Met4 routing:
Cells faint in the background.
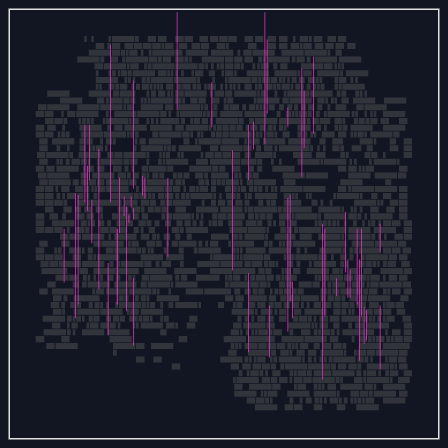
Placed cells, one colour a class:
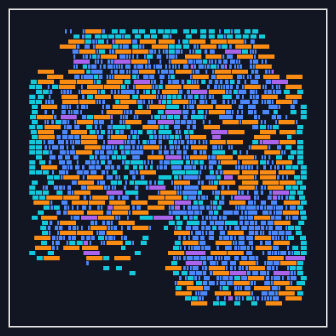
Clock wires, drivers and flops:
Scale bar: 50 um.
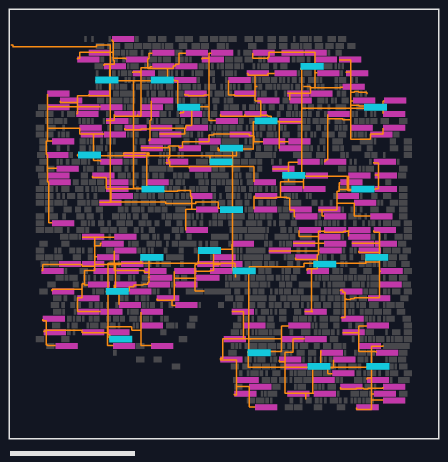
Clock routing:
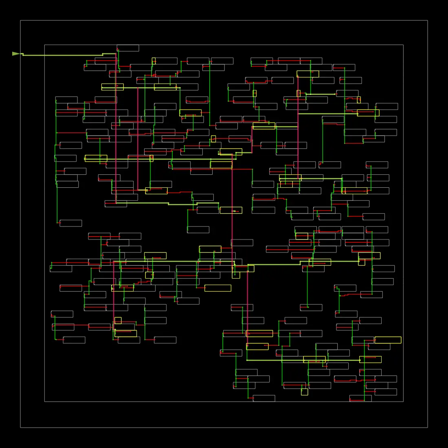
Wiring heat map:
34 x 34 tiles, from dark blue (low) to red (high), scaled to the fullest tile. Values are wire area over tile area, all layers added.
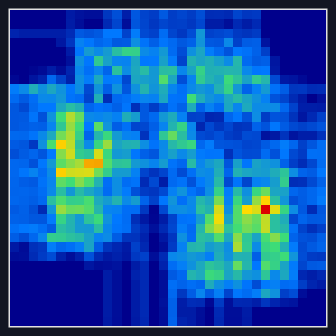
## config.mk

```make
export PLATFORM = sky130hd
export DESIGN_NAME = lsu_seq_split
export DESIGN_NICKNAME = d
export VERILOG_FILES = /design/src/rtl/lsu_seq_split.sv
export SDC_FILE = /design/constraint.sdc
export NUM_CORES = 1
export LEC_CHECK = 0
export CORE_MARGIN = 10
export CORE_UTILIZATION = 48
export CTS_CLUSTER_SIZE = 20
export DETAILED_ROUTE_END_ITERATION = 10
export PLACE_DENSITY = 0.83
export SLEW_MARGIN = 15
export SYNTH_ARGS = -nofsm -noshare
export SYNTH_HDL_FRONTEND = slang
export SYNTH_SLANG_ARGS = --single-unit
```

## constraint.sdc

```tcl
create_clock -name clk -period 2.2 [get_ports clk]
set_input_delay 0.44 -clock clk [delete_from_list [all_inputs] [get_ports clk]]
set_output_delay 0.44 -clock clk [all_outputs]
set_load 0.02 [all_outputs]
```

## src/rtl/lsu_seq_split.sv

```systemverilog
// Sequential load/store unit: one request becomes one or two aligned bus beats.
// Stores are lane-placed with byte strobes; loads are reassembled and extended.
module lsu_seq_split #(
  parameter int BUS_W          = 32,
  parameter int ADDR_W         = 32,
  parameter bit MISALIGN_SPLIT = 1'b1
) (
  input  logic                 clk,
  input  logic                 rst_n,
  input  logic                 req_valid,
  output logic                 req_ready,
  input  logic [3:0]           req_sl_type,
  input  logic [ADDR_W-1:0]    req_addr,
  input  logic [31:0]          req_wdata,
  output logic                 resp_valid,
  output logic [31:0]          resp_rdata,
  output logic                 resp_err,
  output logic                 mem_req_valid,
  input  logic                 mem_req_ready,
  output logic                 mem_we,
  output logic [ADDR_W-1:0]    mem_addr,
  output logic [BUS_W-1:0]     mem_wdata,
  output logic [BUS_W/8-1:0]   mem_wstrb,
  input  logic                 mem_rvalid,
  input  logic [BUS_W-1:0]     mem_rdata
);
  localparam int B     = BUS_W / 8;
  localparam int OFF_W = $clog2(B);

  typedef enum logic [2:0] {IDLE, REQ0, WAIT0, REQ1, WAIT1, RESP} state_t;

  state_t              state_q;
  logic [ADDR_W-1:0]   base_q;
  logic [OFF_W-1:0]    off_q;
  logic [1:0]          sz_q;
  logic                uns_q, st_q, cross_q;
  logic [2*B-1:0]      strb_q;
  logic [2*BUS_W-1:0]  wd_q;
  logic [BUS_W-1:0]    lo_q, hi_q;
  logic                mem_req_valid_q, mem_we_q;
  logic [ADDR_W-1:0]   mem_addr_q;
  logic [BUS_W-1:0]    mem_wdata_q;
  logic [B-1:0]        mem_wstrb_q;
  logic                resp_valid_q, resp_err_q;
  logic [31:0]         resp_rdata_q;

  function automatic logic [2*B-1:0] place_strb(input logic [1:0] sz, input logic [OFF_W-1:0] off);
    logic [2*B-1:0] m;
    m = '0;
    case (sz)
      2'b01:   m[0]   = 1'b1;
      2'b10:   m[1:0] = 2'b11;
      2'b11:   m[3:0] = 4'hF;
      default: m      = '0;
    endcase
    return m << off;
  endfunction

  function automatic logic [2*BUS_W-1:0] place_data(input logic [1:0] sz, input logic [OFF_W-1:0] off,
                                                    input logic [31:0] wd);
    logic [2*BUS_W-1:0] d;
    d = '0;
    case (sz)
      2'b01:   d[7:0]  = wd[7:0];
      2'b10:   d[15:0] = wd[15:0];
      2'b11:   d[31:0] = wd;
      default: d       = '0;
    endcase
    return d << {off, 3'b000};
  endfunction

  function automatic logic [31:0] load_ext(input logic [2*BUS_W-1:0] cat, input logic [OFF_W-1:0] off,
                                           input logic [1:0] sz, input logic uns);
    logic [31:0] sh;
    sh = 32'(cat >> {off, 3'b000});
    case (sz)
      2'b01:   return uns ? {24'h0, sh[7:0]}  : {{24{sh[7]}}, sh[7:0]};
      2'b10:   return uns ? {16'h0, sh[15:0]} : {{16{sh[15]}}, sh[15:0]};
      2'b11:   return sh;
      default: return '0;
    endcase
  endfunction

  logic [OFF_W-1:0]  req_off;
  logic [1:0]        req_sz;
  logic [OFF_W:0]    req_n;
  logic              req_illegal, req_misal, req_cross;
  logic [ADDR_W-1:0] req_base;

  assign req_off     = req_addr[OFF_W-1:0];
  assign req_sz      = req_sl_type[1:0];
  assign req_illegal = (req_sz == 2'b00);
  assign req_misal   = ((req_sz == 2'b10) && req_addr[0]) || ((req_sz == 2'b11) && (req_addr[1:0] != 2'b00));
  assign req_cross   = ({1'b0, req_off} + req_n) > (OFF_W+1)'(B);
  assign req_base    = {req_addr[ADDR_W-1:OFF_W], {OFF_W{1'b0}}};

  always_comb begin
    case (req_sz)
      2'b01:   req_n = (OFF_W+1)'(1);
      2'b10:   req_n = (OFF_W+1)'(2);
      2'b11:   req_n = (OFF_W+1)'(4);
      default: req_n = '0;
    endcase
  end

  always_ff @(posedge clk or negedge rst_n) begin
    if (!rst_n) begin
      state_q         <= IDLE;
      base_q          <= '0;
      off_q           <= '0;
      sz_q            <= '0;
      uns_q           <= 1'b0;
      st_q            <= 1'b0;
      cross_q         <= 1'b0;
      strb_q          <= '0;
      wd_q            <= '0;
      lo_q            <= '0;
      hi_q            <= '0;
      mem_req_valid_q <= 1'b0;
      mem_we_q        <= 1'b0;
      mem_addr_q      <= '0;
      mem_wdata_q     <= '0;
      mem_wstrb_q     <= '0;
      resp_valid_q    <= 1'b0;
      resp_err_q      <= 1'b0;
      resp_rdata_q    <= '0;
    end else begin
      case (state_q)
        IDLE: if (req_valid) begin
          base_q  <= req_base;
          off_q   <= req_off;
          sz_q    <= req_sz;
          uns_q   <= req_sl_type[2];
          st_q    <= req_sl_type[3];
          cross_q <= req_cross;
          strb_q  <= place_strb(req_sz, req_off);
          wd_q    <= place_data(req_sz, req_off, req_wdata);
          lo_q    <= '0;
          hi_q    <= '0;
          if (req_illegal || (req_misal && !MISALIGN_SPLIT)) begin
            state_q      <= RESP;
            resp_valid_q <= 1'b1;
            resp_err_q   <= 1'b1;
            resp_rdata_q <= '0;
          end else begin
            state_q         <= REQ0;
            mem_req_valid_q <= 1'b1;
            mem_we_q        <= req_sl_type[3];
            mem_addr_q      <= req_base;
            mem_wstrb_q     <= req_sl_type[3] ? place_strb(req_sz, req_off) >> 0 : '0;
            mem_wdata_q     <= req_sl_type[3] ? place_data(req_sz, req_off, req_wdata) >> 0 : '0;
          end
        end
        REQ0: if (mem_req_ready) begin
          mem_req_valid_q <= 1'b0;
          mem_we_q        <= 1'b0;
          mem_wstrb_q     <= '0;
          mem_wdata_q     <= '0;
          if (!st_q) begin
            state_q <= WAIT0;
          end else if (cross_q) begin
            // Second store beat carries the upper half of the placed lanes
            state_q         <= REQ1;
            mem_req_valid_q <= 1'b1;
            mem_we_q        <= 1'b1;
            mem_addr_q      <= base_q + ADDR_W'(B);
            mem_wstrb_q     <= strb_q[2*B-1:B];
            mem_wdata_q     <= wd_q[2*BUS_W-1:BUS_W];
          end else begin
            state_q      <= RESP;
            resp_valid_q <= 1'b1;
            resp_rdata_q <= '0;
          end
        end
        WAIT0: if (mem_rvalid) begin
          lo_q <= mem_rdata;
          if (cross_q) begin
            state_q         <= REQ1;
            mem_req_valid_q <= 1'b1;
            mem_addr_q      <= base_q + ADDR_W'(B);
          end else begin
            state_q      <= RESP;
            resp_valid_q <= 1'b1;
            resp_rdata_q <= load_ext({{BUS_W{1'b0}}, mem_rdata}, off_q, sz_q, uns_q);
          end
        end
        REQ1: if (mem_req_ready) begin
          mem_req_valid_q <= 1'b0;
          mem_we_q        <= 1'b0;
          mem_wstrb_q     <= '0;
          mem_wdata_q     <= '0;
          if (st_q) begin
            state_q      <= RESP;
            resp_valid_q <= 1'b1;
            resp_rdata_q <= '0;
          end else begin
            state_q <= WAIT1;
          end
        end
        WAIT1: if (mem_rvalid) begin
          hi_q         <= mem_rdata;
          state_q      <= RESP;
          resp_valid_q <= 1'b1;
          resp_rdata_q <= load_ext({mem_rdata, lo_q}, off_q, sz_q, uns_q);
        end
        RESP: begin
          state_q      <= IDLE;
          resp_valid_q <= 1'b0;
          resp_err_q   <= 1'b0;
          resp_rdata_q <= '0;
        end
        default: state_q <= IDLE;
      endcase
    end
  end

  assign req_ready     = (state_q == IDLE);
  assign resp_valid    = resp_valid_q;
  assign resp_rdata    = resp_rdata_q;
  assign resp_err      = resp_err_q;
  assign mem_req_valid = mem_req_valid_q;
  assign mem_we        = mem_we_q;
  assign mem_addr      = mem_addr_q;
  assign mem_wdata     = mem_wdata_q;
  assign mem_wstrb     = mem_wstrb_q;
endmodule

```

==> impl_metrics.yaml <==
# implementation run metrics
power_and_ir_drop:
  power.total_mw: 21.0
  power.leakage_nw: 6.20
  powerDensity_nw_per_um2: 1420
critical_path:
  cp.depth: 6
  path_max_fanout: 3
  max_stage_delay_ps: 500
  crit_start: "base_q[2]"
  worstRegToRegCells: 6
  crit_path_frequent_cell: "or4_4"
  crit_slowest_cell: "or4_4"
  arrival_ps: 2620
  start_kind: "flip-flop"
  regToRegSetupSlack_ps: 40
  r2r-end: "mem_addr[28]"
synth:
  syn-mean-instance-area_um2: 8.84
  simple_gate_share_pct: 20.1
  synth_top_flop_cell: "dfrtp_1"
  ys_seq_share_pct: 46.1
  synth_flops: 201
  top_area_share_pct: 46.1
  syn_inst: 1234
  top_cells_by_area: "dfrtp_1 46%, nand2_1 8.7%, mux2i_1 6.9%, o21ai_0 4.5%, nor2_1 4.4%"
  adder_share_pct: 0.505
  ys_chip_area_um2: 10900
  xor_share_pct: 1.45
  ys_sh_mux_pct: 8.64
  netlist-cell-type-count: 73
min_path:
  hold_start: "req_sl_type[2]"
  holdCritPathClass: "in -> reg"
  holdPathStages: 3
drt:
  wl_met2_um: 16700
  firstDrtPassIters: 6
  drt_iter0_drc: 1131
  drcViolationCount: 0
  wl_met3_um: 3420
  wl_met1_um: 14100
finish:
  layout.nonclk_buf_share_pct: 20.4
  num_antenna_cells: 1
  logic_gate_count: 929
  final_cells: 1774
  buffers_excl_clock: 305
  area.growth.synth_to_final_pct: 35.3
  fillerInstances: 1744
  num-nonclk-inverters: 13
  final_cell_mix: "253 x nand2_1, 205 x clkdlybuf4s50_1, 199 x dfrtp_1"
grt:
  grt_pass1_wl_um: 56700
  grt_max_degree: 71
  grt_pass1_vias: 10700
  overflow: 0
  top_usage_layer: "met2"
  use_met2_pct: 38.8
floorplan:
  fp.dieH_um: 171
  die_area_um2: 29100
status:
  status: "finished clean"
place:
  numPortBuffers: 207
  hpwl_um: 25500
  place_area_um2: 13800
cts:
  path_clk_slew_ps: 60
  post-cts-setup-buffers: 0
  ctsRootBufferMaster: "clkbuf_16"
  cts_resized: 7
  clockBufferDepth: 3
  cts_inserted_buffers: 23
  ctsHoldBuffers: 1
timing:
  worst_slack_ps: 36.0
  rsz0062_at_grt: "yes"
  worstMarginPinSlew_ps: 831
  min_period_ps: 2160
  hold_viol: 0
  fmax_mhz: 462
  finalClockPeriodUsage_pct: 98.4
  tns_ps: 0
  final-setup-viol-count: 0
flow_run:
  warnings: 27
Notes on 'met4 routing' above:
share of all routed wire: 3.9%
main direction: vertical
wire length on this layer: 1380 um
final wirelength: 35600 um
vias: 10600

Notes on 'placed cells, one colour a class' above:
[cyan] other buffers and delay cells | cells: 305 | share of their area: 21%
[purple] clock drivers and dummy loads | cells: 40 | share of their area: 5.3%
[blue] all other logic | cells: 942 | share of their area: 39%
[orange] flip-flops | cells: 201 | share of their area: 35%
Rows: 55
final instance area: 14800 um^2
flop share of the area: 34.1%
Core Area: 22500 um^2
final core utilization: 65.6%

Notes on 'clock wires, drivers and flops' above:
[cyan] cells driving clock nets | count: 23
[magenta] flip-flops | count: 201
[orange] clock wires | length: 2610 um
flops lie: all over the die
Clk Latency, worst-skew pair: 510 ps
Clk pwr share: 18.5%
Worst Clk Skew: 12.7 ps
Clock Power: 3.89 mW

Notes on 'clock routing' above:
Flops: 201
clock sink count: 201

Notes on 'wiring heat map' above:
densest ninth of the die: left middle
tiles over half the peak: 6.1%
nearly empty tiles: 17%
gr usage total: 23.8%
routed length per instance: 20.1 um

cells in the mapped netlist (all sizes together) (8+ instances only):
master / count
nor2: 128
o31ai: 11
mux2i: 75
or3: 13
nand4: 9
a22oi: 31
o21ai: 100
xor2: 8
o221ai: 8
nor2b: 11
a21oi: 63
a221oi: 21
a32oi: 8
nor4: 8
buf: 28
nor3: 21
nand2b: 11
clkbuf: 64
mux2: 9
inv: 12
xnor2: 10
nand2: 254
o22ai: 10
dfrtp: 201
a32o: 8
nand3: 22
a31oi: 10
a22o: 9
where the power goes:
group,switching [mW],internal [mW],total (mW)
logic,5.97,4.65,10.6
registers,1.22,5.26,6.48
clock network,1.54,2.35,3.89
total,8.73,12.3,21.0
Power figures rest on the tool's default switching activity, not on a simulated workload.
